`config.mk`:
```
export PLATFORM = sky130hd
export DESIGN_NAME = mem_arbiter_flat
export DESIGN_NICKNAME = d
export VERILOG_FILES = /design/src/rtl/mem_arbiter_if.sv /design/src/rtl/mem_arbiter.sv /design/src/flat_wrapper.sv
export SDC_FILE = /design/constraint.sdc
export NUM_CORES = 1
export LEC_CHECK = 0
export CELL_PAD_IN_SITES_DETAIL_PLACEMENT = 0
export CELL_PAD_IN_SITES_GLOBAL_PLACEMENT = 1
export CORE_UTILIZATION = 29
export CTS_CLUSTER_DIAMETER = 60
export DETAILED_ROUTE_END_ITERATION = 16
export GPL_ROUTABILITY_DRIVEN = 0
export PLACE_DENSITY = 0.77
export REMOVE_ABC_BUFFERS = 1
export SLEW_MARGIN = 20
export SYNTH_ARGS = -nofsm -noshare
export SYNTH_HDL_FRONTEND = slang
export SYNTH_SLANG_ARGS = --single-unit
```
`constraint.sdc`:
```
create_clock -name clk -period 2.7 [get_ports clk]
set_input_delay 0.54 -clock clk [delete_from_list [all_inputs] [get_ports clk]]
set_output_delay 0.54 -clock clk [all_outputs]
set_load 0.02 [all_outputs]
```
`src/rtl/mem_arbiter_if.sv`:
```
// rtl/mem_arbiter_if.sv - cache-side, memory-side and fill-return signals of mem_arbiter.
// master is the arbiter's view; slave is the view of the caches and memory around it.
interface mem_arbiter_if #(
  parameter int LINE_WORDS = 8
);
  localparam int IDX_W = $clog2(LINE_WORDS);

  logic             i_req;
  logic [15:0]      i_addr;
  logic             d_req;
  logic             d_wr;
  logic [15:0]      d_addr;
  logic [15:0]      d_wdata;
  logic             mem_en;
  logic             mem_wr;
  logic [15:0]      mem_addr;
  logic [15:0]      mem_wdata;
  logic [15:0]      mem_rdata;
  logic             mem_valid;
  logic             fill_valid;
  logic [15:0]      fill_data;
  logic [IDX_W-1:0] fill_idx;
  logic             fill_dst;
  logic             i_done;
  logic             d_done;
  logic             busy;

  modport master (
    input  i_req, i_addr, d_req, d_wr, d_addr, d_wdata, mem_rdata, mem_valid,
    output mem_en, mem_wr, mem_addr, mem_wdata,
    output fill_valid, fill_data, fill_idx, fill_dst, i_done, d_done, busy
  );

  modport slave (
    output i_req, i_addr, d_req, d_wr, d_addr, d_wdata, mem_rdata, mem_valid,
    input  mem_en, mem_wr, mem_addr, mem_wdata,
    input  fill_valid, fill_data, fill_idx, fill_dst, i_done, d_done, busy
  );
endinterface

```
`src/rtl/mem_arbiter.sv`:
```
// rtl/mem_arbiter.sv - shares main memory between I/D miss handlers: line fills and write-through stores.
// Define ARB_RR_EN for round-robin arbitration; otherwise the D-side wins every tie.
module mem_arbiter #(
  parameter int LINE_WORDS = 8,
  parameter int MEM_LAT    = 4
) (
  input logic          clk,
  input logic          rst,
  mem_arbiter_if.master bus
);
  localparam int               IDX_W     = $clog2(LINE_WORDS);
  localparam logic [IDX_W-1:0] LAST_IDX  = IDX_W'(LINE_WORDS - 1);
  localparam logic [15:0]      BASE_MASK = ~16'(2 * LINE_WORDS - 1);

  // Read returns are counted, never timed, so MEM_LAT only has to be sane.
  if ((LINE_WORDS & (LINE_WORDS - 1)) != 0 || LINE_WORDS < 2 || LINE_WORDS > 16 || MEM_LAT < 1)
  begin : gBadParams
    $error("mem_arbiter: unsupported LINE_WORDS or MEM_LAT");
  end

  typedef enum logic [1:0] {IDLE, FILL, WRITE} state_t;

  state_t           state;
  logic [IDX_W-1:0] issueCnt;
  logic [IDX_W-1:0] recvCnt;
  logic             side;
  logic             memEn;
  logic             memWr;
  logic [15:0]      memAddr;
  logic [15:0]      memWdata;
  logic             writeDone;
  logic             grantD;
  logic             lastBeat;

`ifdef ARB_RR_EN
  logic lastD;
  assign grantD = bus.d_req & (~bus.i_req | ~lastD);
`else
  assign grantD = bus.d_req;
`endif

  assign lastBeat = (state == FILL) && bus.mem_valid && (recvCnt == LAST_IDX);

  always_ff @(posedge clk or posedge rst) begin
    if (rst) begin
      state     <= IDLE;
      issueCnt  <= '0;
      recvCnt   <= '0;
      side      <= 1'b0;
      memEn     <= 1'b0;
      memWr     <= 1'b0;
      memAddr   <= 16'h0;
      memWdata  <= 16'h0;
      writeDone <= 1'b0;
`ifdef ARB_RR_EN
      lastD     <= 1'b0;
`endif
    end else begin
      case (state)
        IDLE: begin
          if (bus.i_req || bus.d_req) begin
            side     <= grantD;
            issueCnt <= '0;
            recvCnt  <= '0;
`ifdef ARB_RR_EN
            lastD    <= grantD;
`endif
            if (grantD && bus.d_wr) begin
              state     <= WRITE;
              memEn     <= 1'b1;
              memWr     <= 1'b1;
              memAddr   <= bus.d_addr;
              memWdata  <= bus.d_wdata;
              writeDone <= 1'b1;
            end else begin
              state    <= FILL;
              memEn    <= 1'b1;
              memWr    <= 1'b0;
              memAddr  <= (grantD ? bus.d_addr : bus.i_addr) & BASE_MASK;
              memWdata <= 16'h0;
            end
          end
        end
        FILL: begin
          if (memEn) begin
            if (issueCnt == LAST_IDX) begin
              memEn   <= 1'b0;
              memAddr <= 16'h0;
            end else begin
              issueCnt <= issueCnt + 1'b1;
              memAddr  <= memAddr + 16'd2;
            end
          end
          // The done pulse itself is combinational on the final beat.
          if (bus.mem_valid) begin
            if (recvCnt == LAST_IDX) begin
              state    <= IDLE;
              recvCnt  <= '0;
              issueCnt <= '0;
              memEn    <= 1'b0;
              memAddr  <= 16'h0;
            end else begin
              recvCnt <= recvCnt + 1'b1;
            end
          end
        end
        WRITE: begin
          state     <= IDLE;
          memEn     <= 1'b0;
          memWr     <= 1'b0;
          memAddr   <= 16'h0;
          memWdata  <= 16'h0;
          writeDone <= 1'b0;
        end
        default: state <= IDLE;
      endcase
    end
  end

  assign bus.mem_en     = memEn;
  assign bus.mem_wr     = memWr;
  assign bus.mem_addr   = memAddr;
  assign bus.mem_wdata  = memWdata;
  assign bus.fill_valid = (state == FILL) && bus.mem_valid;
  assign bus.fill_data  = bus.mem_rdata;
  assign bus.fill_idx   = recvCnt;
  assign bus.fill_dst   = side;
  assign bus.i_done     = lastBeat & ~side;
  assign bus.d_done     = (lastBeat & side) | writeDone;
  assign bus.busy       = (state != IDLE);
endmodule

```
`src/flat_wrapper.sv`:
```
// flat-port wrapper written by rule: the top's interface ports become plain ports
module mem_arbiter_flat 
#(
  parameter int LINE_WORDS = 8,
  parameter int MEM_LAT    = 4
)
  (clk, rst, bus_i_req, bus_i_addr, bus_d_req, bus_d_wr, bus_d_addr, bus_d_wdata, bus_mem_rdata, bus_mem_valid, bus_mem_en, bus_mem_wr, bus_mem_addr, bus_mem_wdata, bus_fill_valid, bus_fill_data, bus_fill_idx, bus_fill_dst, bus_i_done, bus_d_done, bus_busy);
  mem_arbiter_if #(.LINE_WORDS(LINE_WORDS)) bus_i ();
  input logic clk;
  input logic rst;
  input wire logic [$bits(bus_i.i_req)-1:0] bus_i_req;
  input wire logic [$bits(bus_i.i_addr)-1:0] bus_i_addr;
  input wire logic [$bits(bus_i.d_req)-1:0] bus_d_req;
  input wire logic [$bits(bus_i.d_wr)-1:0] bus_d_wr;
  input wire logic [$bits(bus_i.d_addr)-1:0] bus_d_addr;
  input wire logic [$bits(bus_i.d_wdata)-1:0] bus_d_wdata;
  input wire logic [$bits(bus_i.mem_rdata)-1:0] bus_mem_rdata;
  input wire logic [$bits(bus_i.mem_valid)-1:0] bus_mem_valid;
  output wire logic [$bits(bus_i.mem_en)-1:0] bus_mem_en;
  output wire logic [$bits(bus_i.mem_wr)-1:0] bus_mem_wr;
  output wire logic [$bits(bus_i.mem_addr)-1:0] bus_mem_addr;
  output wire logic [$bits(bus_i.mem_wdata)-1:0] bus_mem_wdata;
  output wire logic [$bits(bus_i.fill_valid)-1:0] bus_fill_valid;
  output wire logic [$bits(bus_i.fill_data)-1:0] bus_fill_data;
  output wire logic [$bits(bus_i.fill_idx)-1:0] bus_fill_idx;
  output wire logic [$bits(bus_i.fill_dst)-1:0] bus_fill_dst;
  output wire logic [$bits(bus_i.i_done)-1:0] bus_i_done;
  output wire logic [$bits(bus_i.d_done)-1:0] bus_d_done;
  output wire logic [$bits(bus_i.busy)-1:0] bus_busy;
  assign bus_i.i_req = bus_i_req;
  assign bus_i.i_addr = bus_i_addr;
  assign bus_i.d_req = bus_d_req;
  assign bus_i.d_wr = bus_d_wr;
  assign bus_i.d_addr = bus_d_addr;
  assign bus_i.d_wdata = bus_d_wdata;
  assign bus_i.mem_rdata = bus_mem_rdata;
  assign bus_i.mem_valid = bus_mem_valid;
  assign bus_mem_en = bus_i.mem_en;
  assign bus_mem_wr = bus_i.mem_wr;
  assign bus_mem_addr = bus_i.mem_addr;
  assign bus_mem_wdata = bus_i.mem_wdata;
  assign bus_fill_valid = bus_i.fill_valid;
  assign bus_fill_data = bus_i.fill_data;
  assign bus_fill_idx = bus_i.fill_idx;
  assign bus_fill_dst = bus_i.fill_dst;
  assign bus_i_done = bus_i.i_done;
  assign bus_d_done = bus_i.d_done;
  assign bus_busy = bus_i.busy;
  mem_arbiter #(.LINE_WORDS(LINE_WORDS), .MEM_LAT(MEM_LAT)) u_core (.clk(clk), .rst(rst), .bus(bus_i));
endmodule
```
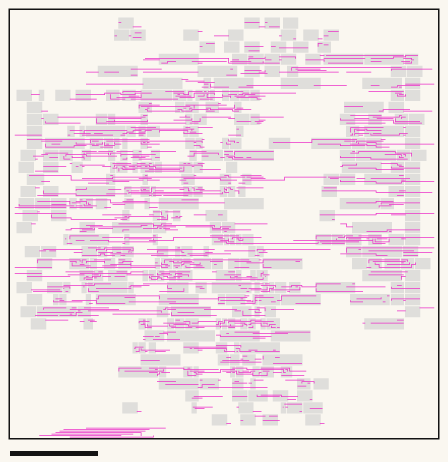
*Signal wires on met1*
Bar = 20 um.
wire length on this layer: 3,640 um
main direction: horizontal
longest straight run: 27.6 um
share of all routed wire: 48%

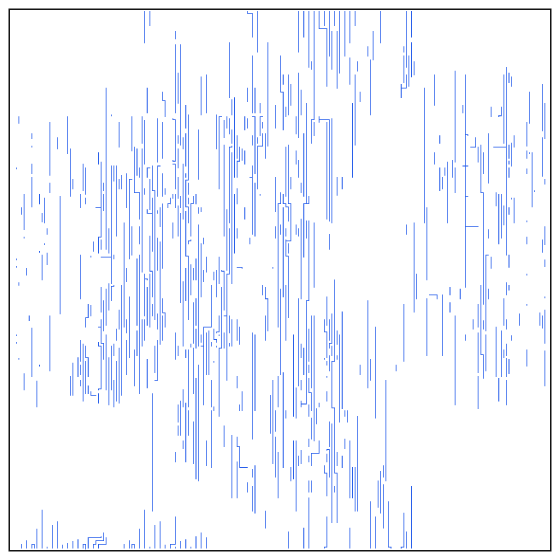
*Metal 2*
wire length on this layer: 3,460 um
share of all routed wire: 45%
main direction: vertical
longest straight run: 38.1 um
Routed Wire Length: 7666 um
Via Count: 2,496
GR Layer Usage met2: 25.68%

==> summary.rpt <==
=== SYNTHESIS / PLACE & ROUTE SUMMARY ===
----------------------------------------------------
[Layout]
  Most frequent logic cells in the routed design ........................ 90 x clkdlybuf4s50_1, 44 x dfrtp_1, 20 x a22o_1
  End-of-flow core utilization ........................ 42.57%
  Tally of filler cells in the layout ........................ 852
  Final nets ........................ 432
  Fraction of layout instances using a drive strength above 1 ........................ 8.732%
  Multi-input logic area ........................ between 1000 and 1500 sq um
  Sequential cell area ........................ about 1100 sq um
  Design area ........................ roughly 3700 sq um
  Area added between synthesis and finish ........................ 42.37%
  Most numerous logic cell after layout ........................ clkdlybuf4s50_1
  Number of standard cells in the final layout excluding fillers ........................ around 460
  N_diodes ........................ 0

[Critical path]
  Startpoint types ........................ flip-flop
  Worst setup startpoint ........................ u_core.state[1]$_DFFE_PP0P_
  Max stage delay on crit path ........................ just under 0.6 ns
  Buf/Inv on CP ........................ 3
  Category of the critical setup timing path ........................ reg -> out
  Stages on worst setup path ........................ 6
  Start of the worst register-to-register path ........................ u_core.bus.fill_idx[0]$_DFFE_PP0P_
  Most frequent CP cell ........................ inv_1
  Critical path required time ........................ 2.16 ns
  Destination of the worst register-to-register timing path ........................ u_core.bus.mem_addr[13]$_DFFE_PP0P_
  Crit path DAT ........................ 1.97 ns
  Sequence of cells on the critical path ........................ inv_1 -> ha_4 -> nand2_1 -> inv_1 -> a31o_2 -> clkdlybuf4s50_1
  Critical path endpoint ........................ bus_d_done
  Register-to-register path setup slack ........................ 0.49 ns

[STA]
  Final clock skew ........................ approximately 0.0082 ns
  Final Hold Vio Count ........................ 0
  Worst path setup slack after routing ........................ 0.1868 ns
  Final Setup Violations ........................ 0
  Max-slew violation total from the final report ........................ 0
  Achievable clock frequency ........................ between 300 and 400 MHz
  Worst slew pin tran ........................ 0.4985 ns
  Max-slew headroom at the worst pin ........................ 66.72%
  Final Cycle Share ........................ 93.08%
  Setup_tns ........................ 0 ns
  Final critical path time including I/O delays and setup ........................ about 2.5 ns
  Minimum hold slack ........................ 0.4932 ns

[Logic synthesis]
  Top FF cell, synth ........................ dfrtp_1
  Adder-cell share of the synthesized area ........................ 3.839%
  Mapped Area ........................ 2608 sq um
  Proportion of register bits with asynchronous set or reset after synthesis ........................ 100.0%
  Sequential element share of the synthesized area ........................ 42.23%
  Syn. warnings ........................ 0
  Proportion of netlist area held by the largest area contributor ........................ 42.23%
  Top cells by area ........................ dfrtp_1 42%, a22o_1 6.7%, buf_4 4.6%
  Simple-gate share of the synthesized area ........................ 16.41%
  Distinct cell type count after synthesis ........................ roughly 53
  Combinational family with the most area after synthesis ........................ AND-OR/OR-AND gates
  Post-synth mux share ........................ 4.655%
  Cell type with the largest total area after synthesis ........................ dfrtp_1
  Compound-gate portion of the synthesized area ........................ 23.61%
  Number of instances in the synthesized netlist ........................ 269
  Chip Area, Yosys ........................ approximately 2600 sq um
  Registers, synthesis ........................ ~44
  Post-Synth XOR/XNOR Area ........................ 0%
  Cell count in the Yosys report ........................ 269
  Post-Syn Area per Cell ........................ 9.693 sq um

[CTS]
  Deepest level of the CTS H-tree ........................ 2
  Clock-pin slew of the registers on the worst-case setup and hold paths ........................ 0.08 ns
  Cts-stage hold buffer count ........................ 0
  TritonCTS clock tree ........................ yes
  Buffers inserted by post-CTS timing repair ........................ 0
  Quantity of gates resized following cts ........................ 1
  Root buffer cell ........................ clkbuf_8
  Number of buffers added by the clock tree synthesis step ........................ 5
  Insertion delay to the later sink of the worst-skew pair ........................ 0.30 ns

[Power and ir drop]
  Leakage power ........................ 1.598 nW
  Seq pwr share ........................ just over 30%
  NetSw ........................ 0.001731 W
  Fraction of power consumed by the clock network ........................ around 13%
  Total chip power ........................ ~0.0040 W
  Logic gate share of total power ........................ 57.0%
  Cell area power density ........................ 1075 nW/um^2
  Maximum resistive drop on vdd ........................ 438.6 uV
  Internal portion of total power ........................ around 0.0023 W

[Floorplanning]
  Die span in y ........................ between 90 and 100 um
  Horizontal die size ........................ slightly below 100 um
  Top-level I/O count ........................ between 100 and 150
  Die ar. ........................ 9374 sq um
  Pre-placement core utilization ........................ 29.90%
  Number of cell rows ........................ 34

[Placed design]
  DP Wirelength ........................ 5746 um
  Quantity of I/O buffers inserted on ports ........................ 91
  Placed cell count ........................ 455
  Pre-CTS worst setup slack ........................ 0.1737 ns
  Cell area after placement ........................ 3590 sq um

[Detailed routing]
  Drc violations ........................ 0
  WL/cell ........................ ~17 um
  Average vias per placed instance ........................ around 5.4
  First-pass detailed-route iteration total ........................ 4
  ANT nets after route ........................ 0
  Detailed router's first-iteration violation count ........................ 73

[Run status]
  Run status ........................ complete, no violations

[Global routing]
  Wire length of the first global-routing pass ........................ 12,790 um
  Number of global-route vias before repair ........................ 2,491
  Residual overflow from global routing ........................ 0
  Maximum number of pins on one net before global-route repair ........................ 25

[Hold path]
  Worst Hold Class ........................ reg -> reg

[Run]
  Count of tool warnings ........................ 32

----------------------------------------------------
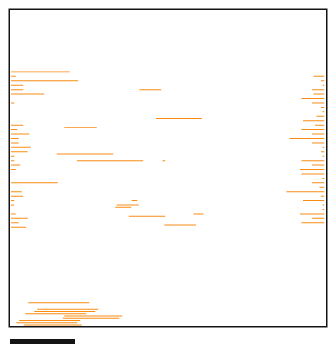
*Met3 routing*
Bar = 20 um.
nets with wire on the layer: 78
longest straight run: 20.2 um
wire length on this layer: 508 um
share of all routed wire: 6.6%
met3 Resource Use GR: 4.986%

cells in the mapped netlist, types with 2 or more instances:
| master | count |
|---|---|
| dfrtp_1 | 44 |
| a22o_1 | 20 |
| o21ai_0 | 18 |
| buf_4 | 16 |
| nand2_1 | 16 |
| inv_1 | 14 |
| nor2_1 | 13 |
| mux2i_1 | 11 |
| nand3_1 | 10 |
| nor4_1 | 9 |
| a21oi_1 | 8 |
| ha_1 | 8 |
| buf_2 | 7 |
| nand4_1 | 6 |
| nor3_1 | 6 |
| a21o_1 | 4 |
| and3_1 | 4 |
| and4_1 | 3 |
| o22ai_1 | 3 |
| o311ai_0 | 3 |
| o41ai_1 | 3 |
| a211o_1 | 2 |
| a21boi_0 | 2 |
| a22oi_1 | 2 |
| a32oi_1 | 2 |
| and2_1 | 2 |
| buf_6 | 2 |
| clkbuf_1 | 2 |
| o21ai_1 | 2 |
| o2bb2ai_1 | 2 |
| o311ai_1 | 2 |
| or4_1 | 2 |
cell type report:
| type | instances | share of cell area (%) |
|---|---|---|
| tap | 108 | 3.640 |
| clock buffer | 6 | 1.955 |
| inverter | 14 | 1.416 |
| multi-input combinational | 183 | 34.41 |
| clock inverter | 2 | 0.9437 |
| sequential | 44 | 29.66 |
| timing repair buffer | 106 | 27.97 |
worst min path at each step:
| stage | from | endpoint | slack, ns | cells after the start |
|---|---|---|---|---|
| after detailed placement | u_core.bus.mem_wr$_DFFE_PP0P_ | u_core.bus.mem_wr$_DFFE_PP0P_ | 0.47 | 1 |
| final | u_core.bus.mem_wr$_DFFE_PP0P_ | u_core.bus.mem_wr$_DFFE_PP0P_ | 0.49 | 1 |
| after CTS | u_core.bus.mem_wr$_DFFE_PP0P_ | u_core.bus.mem_wr$_DFFE_PP0P_ | 0.49 | 1 |
| after global placement | u_core.bus.mem_wr$_DFFE_PP0P_ | u_core.bus.mem_wr$_DFFE_PP0P_ | 0.47 | 1 |
| after floorplan | u_core.writeDone$_DFFE_PP0P_ | u_core.writeDone$_DFFE_PP0P_ | 0.45 | 1 |
| after global routing | u_core.bus.mem_wr$_DFFE_PP0P_ | u_core.bus.mem_wr$_DFFE_PP0P_ | 0.52 | 1 |
worst reg2reg max path: stages, from the launching register on:
cell and delay (ns):
dfrtp_1 0.42, ha_1 0.22, ha_1 0.25, a21bo_1 0.24, or3_4 0.45, or4_1 0.48, nand3_1 0.09
flip-flops by register name, indices dropped and copies added (netlist names):
name / cells
u_core.state: 2
u_core.bus.fill_dst: 1
u_core.bus.mem_wdata: 16
u_core.bus.mem_wr: 1
u_core.bus.mem_en: 1
u_core.writeDone: 1
u_core.issueCnt: 3
u_core.bus.fill_idx: 3
u_core.bus.mem_addr: 16
power by group through the flow:
stage	Combinational, W	Clock (W)	Sequential [W]
global placement	0.00223	0	0.00121
global route	0.00247	0.000548	0.00125
finish	0.00228	0.000506	0.00121
detailed placement	0.00227	0	0.00121
floorplan	0.000995	0	0.00142
CTS	0.00228	0.000522	0.00120
metal layers:
layer | share of wire, % | track usage [%] | up-vias
li1 | - | - | 1177
met1 | 48 | 23.40 | 1215
met2 | 45 | 25.68 | 98
met3 | 6.6 | 4.986 | 6
met4 | 0.74 | 2.755 | 0
met5 | 0 | 0 | -
Power and IR drop assume default switching activity.
